## config.mk

```make
export PLATFORM = sky130hd
export DESIGN_NAME = mem_arbiter
export DESIGN_NICKNAME = d
export VERILOG_FILES = /design/src/rtl/mem_arbiter.sv
export SDC_FILE = /design/constraint.sdc
export NUM_CORES = 1
export LEC_CHECK = 0
export CAP_MARGIN = 25
export CELL_PAD_IN_SITES_DETAIL_PLACEMENT = 2
export CELL_PAD_IN_SITES_GLOBAL_PLACEMENT = 2
export CORE_UTILIZATION = 21
export DETAILED_ROUTE_END_ITERATION = 7
export PLACE_DENSITY_LB_ADDON = 0.05
export REMOVE_ABC_BUFFERS = 1
export SYNTH_ARGS = -nofsm -noshare
export SYNTH_HDL_FRONTEND = slang
export SYNTH_SLANG_ARGS = --single-unit
```

## constraint.sdc

```tcl
create_clock -name clk -period 1.9 [get_ports clk]
set_input_delay 0.38 -clock clk [delete_from_list [all_inputs] [get_ports clk]]
set_output_delay 0.38 -clock clk [all_outputs]
set_load 0.005 [all_outputs]
```

## src/rtl/mem_arbiter.sv

```systemverilog
// ---------------------------------------------------------------------------
// mem_arbiter
//
// Two-requester arbiter in front of a single 64-bit RAM read/write port.
// Each transaction walks IDLE -> ISSUE -> ACCESS -> RESP. A winner is
// chosen in IDLE, the RAM is driven in ISSUE (mem_we only in that one
// cycle), the RAM's registered read data and error are captured in ACCESS,
// and the winner sees a one-cycle ack in RESP.
//
// Misaligned or out-of-range addresses never write the RAM. They still
// complete with err=1 and rdata=0.
//
// Optional feature (macro MEM_ARBITER_RR_EN):
//   defined   : round-robin. On a tie the requester not granted most
//               recently wins.
//   undefined : fixed priority. m0 always wins a tie.
//
// Parameter
//   MEM_BYTES               byte size of the memory behind the rw port
// Ports
//   clk, reset              clock and synchronous active-high reset
//   m0_*/m1_* req,we,addr,wdata   requester inputs (req held until ack)
//   m0_*/m1_* ack,err       one-cycle completion pulse and its error flag
//   rdata                   load data, held between acks, 0 on store acks
//   mem_addr,mem_wdata,mem_we      RAM rw port drive
//   mem_rdata,mem_error     RAM rw port return
//   busy                    high whenever the FSM is not in IDLE
// ---------------------------------------------------------------------------
module mem_arbiter #(
    parameter int unsigned MEM_BYTES = 524288
) (
    input  logic        clk,
    input  logic        reset,
    input  logic        m0_req,
    input  logic        m0_we,
    input  logic [63:0] m0_addr,
    input  logic [63:0] m0_wdata,
    output logic        m0_ack,
    output logic        m0_err,
    input  logic        m1_req,
    input  logic        m1_we,
    input  logic [63:0] m1_addr,
    input  logic [63:0] m1_wdata,
    output logic        m1_ack,
    output logic        m1_err,
    output logic [63:0] rdata,
    output logic [63:0] mem_addr,
    output logic [63:0] mem_wdata,
    output logic        mem_we,
    input  logic [63:0] mem_rdata,
    input  logic        mem_error,
    output logic        busy
);

    typedef enum logic [1:0] {IDLE, ISSUE, ACCESS, RESP} state_t;

    // Highest address at which a full 8-byte word still fits. Plain unsigned
    // 64-bit compare, so addresses near 2^64 cannot wrap into range.
    localparam logic [63:0] LAST_ADDR = 64'(MEM_BYTES) - 64'd8;

    state_t      state_reg, state_next;

    logic        winner_reg;   // 0 = m0, 1 = m1
    logic        we_reg;
    logic        bad_reg;      // misaligned or out of range
    logic [63:0] addr_reg;
    logic [63:0] wdata_reg;
    logic        err_reg;
    logic [63:0] rdata_reg;

    // Requester inputs gathered into indexable form.
    logic [1:0]  req_vec;
    logic [1:0]  we_vec;
    logic [63:0] addr_vec  [2];
    logic [63:0] wdata_vec [2];
    logic [1:0]  ack_vec;
    logic [1:0]  err_vec;

    assign req_vec      = {m1_req, m0_req};
    assign we_vec       = {m1_we, m0_we};
    assign addr_vec[0]  = m0_addr;
    assign addr_vec[1]  = m1_addr;
    assign wdata_vec[0] = m0_wdata;
    assign wdata_vec[1] = m1_wdata;

    logic        grant_valid;
    logic        grant_sel;
    logic        sel_we;
    logic [63:0] sel_addr;
    logic [63:0] sel_wdata;
    logic        sel_bad;

    assign grant_valid = |req_vec;

`ifdef MEM_ARBITER_RR_EN
    // prio_reg names the requester that wins the next tie.
    logic prio_reg;

    assign grant_sel = (&req_vec) ? prio_reg : req_vec[1];

    always_ff @(posedge clk) begin
        if (reset) begin
            prio_reg <= 1'b0;
        end else if (state_reg == IDLE && grant_valid) begin
            prio_reg <= ~grant_sel;
        end
    end
`else
    // m0 wins whenever it is requesting.
    assign grant_sel = ~req_vec[0];
`endif

    assign sel_we    = we_vec[grant_sel];
    assign sel_addr  = addr_vec[grant_sel];
    assign sel_wdata = wdata_vec[grant_sel];
    assign sel_bad   = (sel_addr[2:0] != 3'b000) || (sel_addr > LAST_ADDR);

    // State register
    always_ff @(posedge clk) begin
        if (reset) begin
            state_reg <= IDLE;
        end else begin
            state_reg <= state_next;
        end
    end

    // Next-state logic
    always_comb begin
        state_next = state_reg;
        case (state_reg)
            IDLE:    if (grant_valid) state_next = ISSUE;
            ISSUE:   state_next = ACCESS;
            ACCESS:  state_next = RESP;
            RESP:    state_next = IDLE;
            default: state_next = IDLE;
        endcase
    end

    // Transaction registers. The request is latched at grant so the
    // transaction completes even if the requester drops req mid-flight.
    always_ff @(posedge clk) begin
        if (reset) begin
            winner_reg <= 1'b0;
            we_reg     <= 1'b0;
            bad_reg    <= 1'b0;
            addr_reg   <= '0;
            wdata_reg  <= '0;
            err_reg    <= 1'b0;
            rdata_reg  <= '0;
        end else begin
            if (state_reg == IDLE && grant_valid) begin
                winner_reg <= grant_sel;
                we_reg     <= sel_we;
                bad_reg    <= sel_bad;
                addr_reg   <= sel_addr;
                wdata_reg  <= sel_wdata;
            end
            if (state_reg == ACCESS) begin
                err_reg   <= bad_reg | mem_error;
                // Stores and rejected accesses report zero data.
                rdata_reg <= (bad_reg || we_reg) ? '0 : mem_rdata;
            end
        end
    end

    genvar gi;
    generate
        for (gi = 0; gi < 2; gi++) begin : g_resp
            assign ack_vec[gi] = (state_reg == RESP) && (winner_reg == 1'(gi));
            assign err_vec[gi] = ack_vec[gi] && err_reg;
        end
    endgenerate

    assign m0_ack    = ack_vec[0];
    assign m1_ack    = ack_vec[1];
    assign m0_err    = err_vec[0];
    assign m1_err    = err_vec[1];
    assign rdata     = rdata_reg;
    assign mem_addr  = addr_reg;
    assign mem_wdata = wdata_reg;
    assign mem_we    = (state_reg == ISSUE) && we_reg && !bad_reg;
    assign busy      = (state_reg != IDLE);

endmodule

```

### Wire density map, run 1

(2 px per um) The die is cut into 21 by 21 equal tiles; black is low, pale yellow is high, scaled to the fullest tile. Values are wire area over tile area, all layers added.
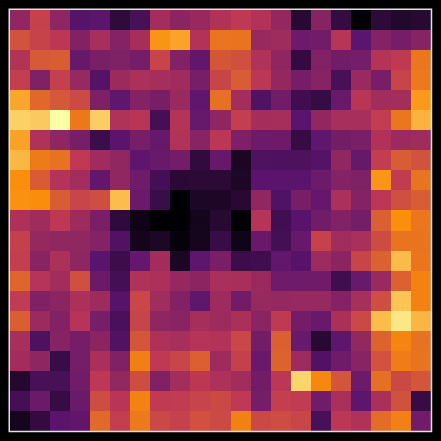
The densest ninth of the die: bottom right. The fullest tile reaches 0.37. 30% of the tiles are over half the peak.
vias post-DR: 8,986
wire length reported by the detailed router: 41,600 um
GR Util All Layers: 18.4%
final routed wire length divided by cell count: 20.4 um

### Drive-strength map, run 1

(2 px per um)
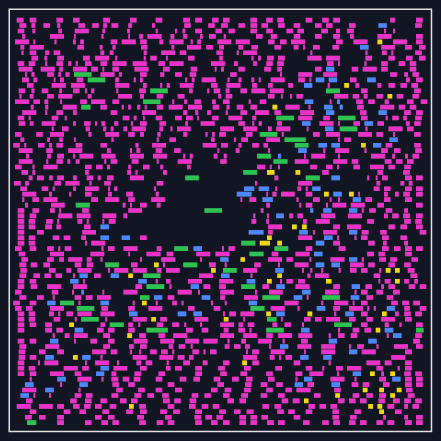
Key: green = drive 6 and up [cells 43, most used buf_12]; yellow = drive 3 to 4 [cells 47, most used buf_4]; blue = drive 2 [cells 99, most used a211oi_2]; magenta = drive 1 or less [cells 1,274, most used clkdlybuf4s50_1]
Worst Setup Slack, final: 0.0757 ns
bufs w/o clock: 585
finished layout cell area: 15,800 um2
growth of design area from synthesis to finish: 73.2%

==> flow_results.org, run 1 <==
#+TITLE: Flow metrics

** Global routing
- The initial antenna violation count was 5.
- Global route hottest layer :: met2
- Maximum number of pins on one net before global-route repair :: 67

** Setup path
- Worst setup SP type :: flop
- Startpoint of the most critical register-to-register path :: state_reg[0]
- In this run the worst setup path begins at state_reg[0].
- Data arrival time of the worst path :: 1.44 ns
- Critical Path End Type :: output port
- Crit path buf inv count :: 1

** Timing
- The final critical path takes up 96.0% of the cycle.
- Slew @ Worst Pin :: 0.505 ns
- F_max :: 548 MHz
- Final count of pins violating max slew :: 0

** Clocking
- Looking at the clock tree report, the H-tree level count equals 4.
- Clock latency on the worst-skew pair, taken at its later pin, is 0.45 ns.
- Hold-fix buffer count after cts :: 0
- Looking at the worst setup and hold paths, the clock pins of their registers show a slew of 0.07 ns.
- Number of sinks handled by clock tree synthesis :: 198

** Route
- Routed length on met3 :: 3410 um
- Metal-1 WL :: 16,500 um
- Met2 WL post-DR :: 20,900 um

** Die
- Effective utilization at floorplan :: 21.5%
- Chip Height :: 210 um

** Layout
- Most frequent logic cells in the routed design :: sky130_fd_sc_hd__clkdlybuf4s50_1 (516), sky130_fd_sc_hd__nor2_1 (203), sky130_fd_sc_hd__dfxtp_1 (196)
- Once layout is complete, the cells apart from fillers number 2,041.
- Register share of the cell area :: 25.1%
- Clock buffer and inverter area fraction after layout :: 3.65%

** Pwr
- Sequential Power Share :: 32.9%
- Clock share of power :: 20.4%
- Seq. pwr :: 5.98 mW
- Top pwr grp :: combinational cells
- The worst VDD IR drop from the latest analysis is 0.000601 V.

** Logic synthesis
- The synthesis run shows multiplexers occupying 14.3% of the cell area.
- Area of the mapped netlist :: 9120 um2
- By count the netlist is led by sky130_fd_sc_hd__nor2_1 (203), sky130_fd_sc_hd__dfxtp_1 (198), sky130_fd_sc_hd__mux2i_1 (130).
- After synthesis, the share of flip-flops with an asynchronous set or reset is 0%.
- Per the post-synthesis report, the number of cells in the design is 926.
- Top area cell types :: sky130_fd_sc_hd__dfxtp_1 (43%), sky130_fd_sc_hd__mux2i_1 (14%), sky130_fd_sc_hd__a211oi_2 (12%)

** Min path
- According to the hold report, the worst path is of the input port to flop type.

** Placement
- Detailed placer's ending HPWL :: 33,100 um
- At the placement stage, the worst setup path has a slack of -0.265 ns.
- Final RePlAce weighted congestion :: 0.758

** Flow run
- The logs give a warning total of 28.

** Run status
- The run finished with clean final reports.
### M3 wires, run 1

(2 px per um)
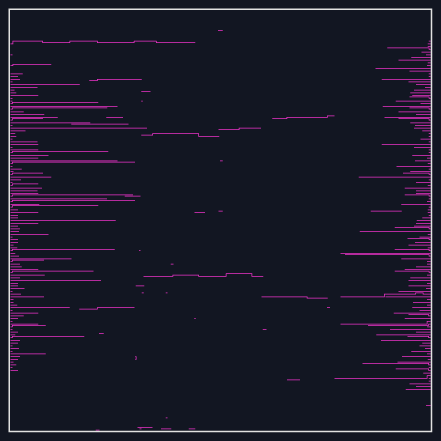
The layer carries 3,410 um of wire. The longest straight run is 67.9 um.
met3 layer usage reported by global route: 7.09%

==> run 2, diff against run 1 <==
- ABC_AREA: default -> 1
- CORE_UTILIZATION: 21 -> 18
==> flow_results.org, run 2 <==
#+TITLE: Flow metrics

** Placement
- The wire-length estimate of the detail-placed layout is 33,600 um.

** Global routing
- Global route hottest layer :: met2
- Global routing used 7.73% of the available met3 tracks.
- GR Util All Layers :: 18.4%

** Route
- Routed length on met3 :: 3850 um
- Vias post-DR :: 9,969

** Die
- The floorplan step records an initial core utilization of 18.4%.
- Per the OpenROAD floorplan log, the height of the die is 218 um.

** Setup path
- Per the post-run analysis, buffers plus inverters along the critical path come to 1.
- Startpoint of the most critical register-to-register path :: state_reg[0]

** Layout
- Bufs w/o clock :: 592
- Measured on the final layout, the clock distribution area share stands at 4.36%.
- Per the layout area report, the sequential fraction of cell area is 25.9%.

** Logic synthesis
- The synthesis run shows the most used standard cells to be sky130_fd_sc_hd__nand2_1 (489), sky130_fd_sc_hd__dfxtp_1 (198), sky130_fd_sc_hd__a21oi_1 (87).
- MUX area fraction :: 0.120%
- Area of the mapped netlist :: 8370 um2
- Post-Synthesis Cells :: 1,185

** Clocking
- Clock transition at the registers of the reported paths :: 0.08 ns

** Timing
- Looking at the max-slew report, the worst-margin pin has a slew of 0.625 ns.

** Run status
- Status :: finished clean
### The clock network, run 2

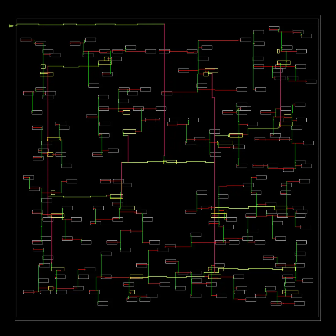
clock insertion delay at the later pin of the skew report: 0.49 ns
clock buffers: 20
total CTS buffers: 17
clock skew after layout: 0.00606 ns

==> run 3, diff against run 2 <==
- CTS_CLUSTER_DIAMETER: default -> 30
==> flow_results.org, run 3 <==
#+TITLE: Flow metrics

** Die
- Effective utilization at floorplan :: 18.4%

** Global routing
- Met3 layer usage reported by global route :: 7.73%
- The initial antenna violation count came to 13.

** Setup path
- Startpoint of the most critical register-to-register path :: state_reg[0]
- Per the post-run analysis, buffers plus inverters along the critical path come to 1.
- The most critical setup path has its startpoint at mem_addr[40].

** Placement
- Final RePlAce weighted congestion :: 0.760
- After legalization and detailed placement, the total HPWL measured 33,600 um.

** Route
- Metal-1 WL :: 17,300 um

** Pwr
- Sequential Power Share :: 33.8%

** Clocking
- On the worst setup and hold paths after CTS, the clock-pin slew comes to 0.08 ns.
- CTS H-Tree Depth :: 4

** Logic synthesis
- MUX area fraction :: 0.120%
- After synthesis, the most frequently instantiated cells are sky130_fd_sc_hd__nand2_1 (489), sky130_fd_sc_hd__dfxtp_1 (198), sky130_fd_sc_hd__a21oi_1 (87).

** Timing
- Worst Setup Slack, final :: 0.0659 ns
- Between clock sinks in the finished design, the worst skew comes to 0.00606 ns.
- Static timing analysis puts the maximum clock frequency at 545 MHz.

** Layout
- The flow measured a signed area growth from synthesis to layout of 83.4%.
- In the finished layout, the clock tree contains a buffer count of 20.
- The finished layout holds 2,329 standard cells, fillers aside.

** Run status
- Status :: finished clean
### Sequential cells grouped by signal name, run 3

(1.5 px per um)
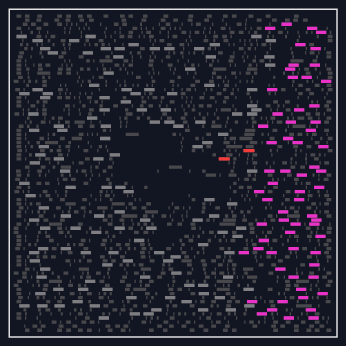
Key: red = state_reg [placed flops 2]; magenta = rdata [placed flops 64, where a vertical strip on the right]
Another 132 sequential cells are not colored.
Sequential cell area: 3970 um2
register share of the cell area: 25.9%
Seq. pwr: 5.91 mW
share of the core filled with cells: 33.7%

Power is estimated from default activity; no workload was simulated.
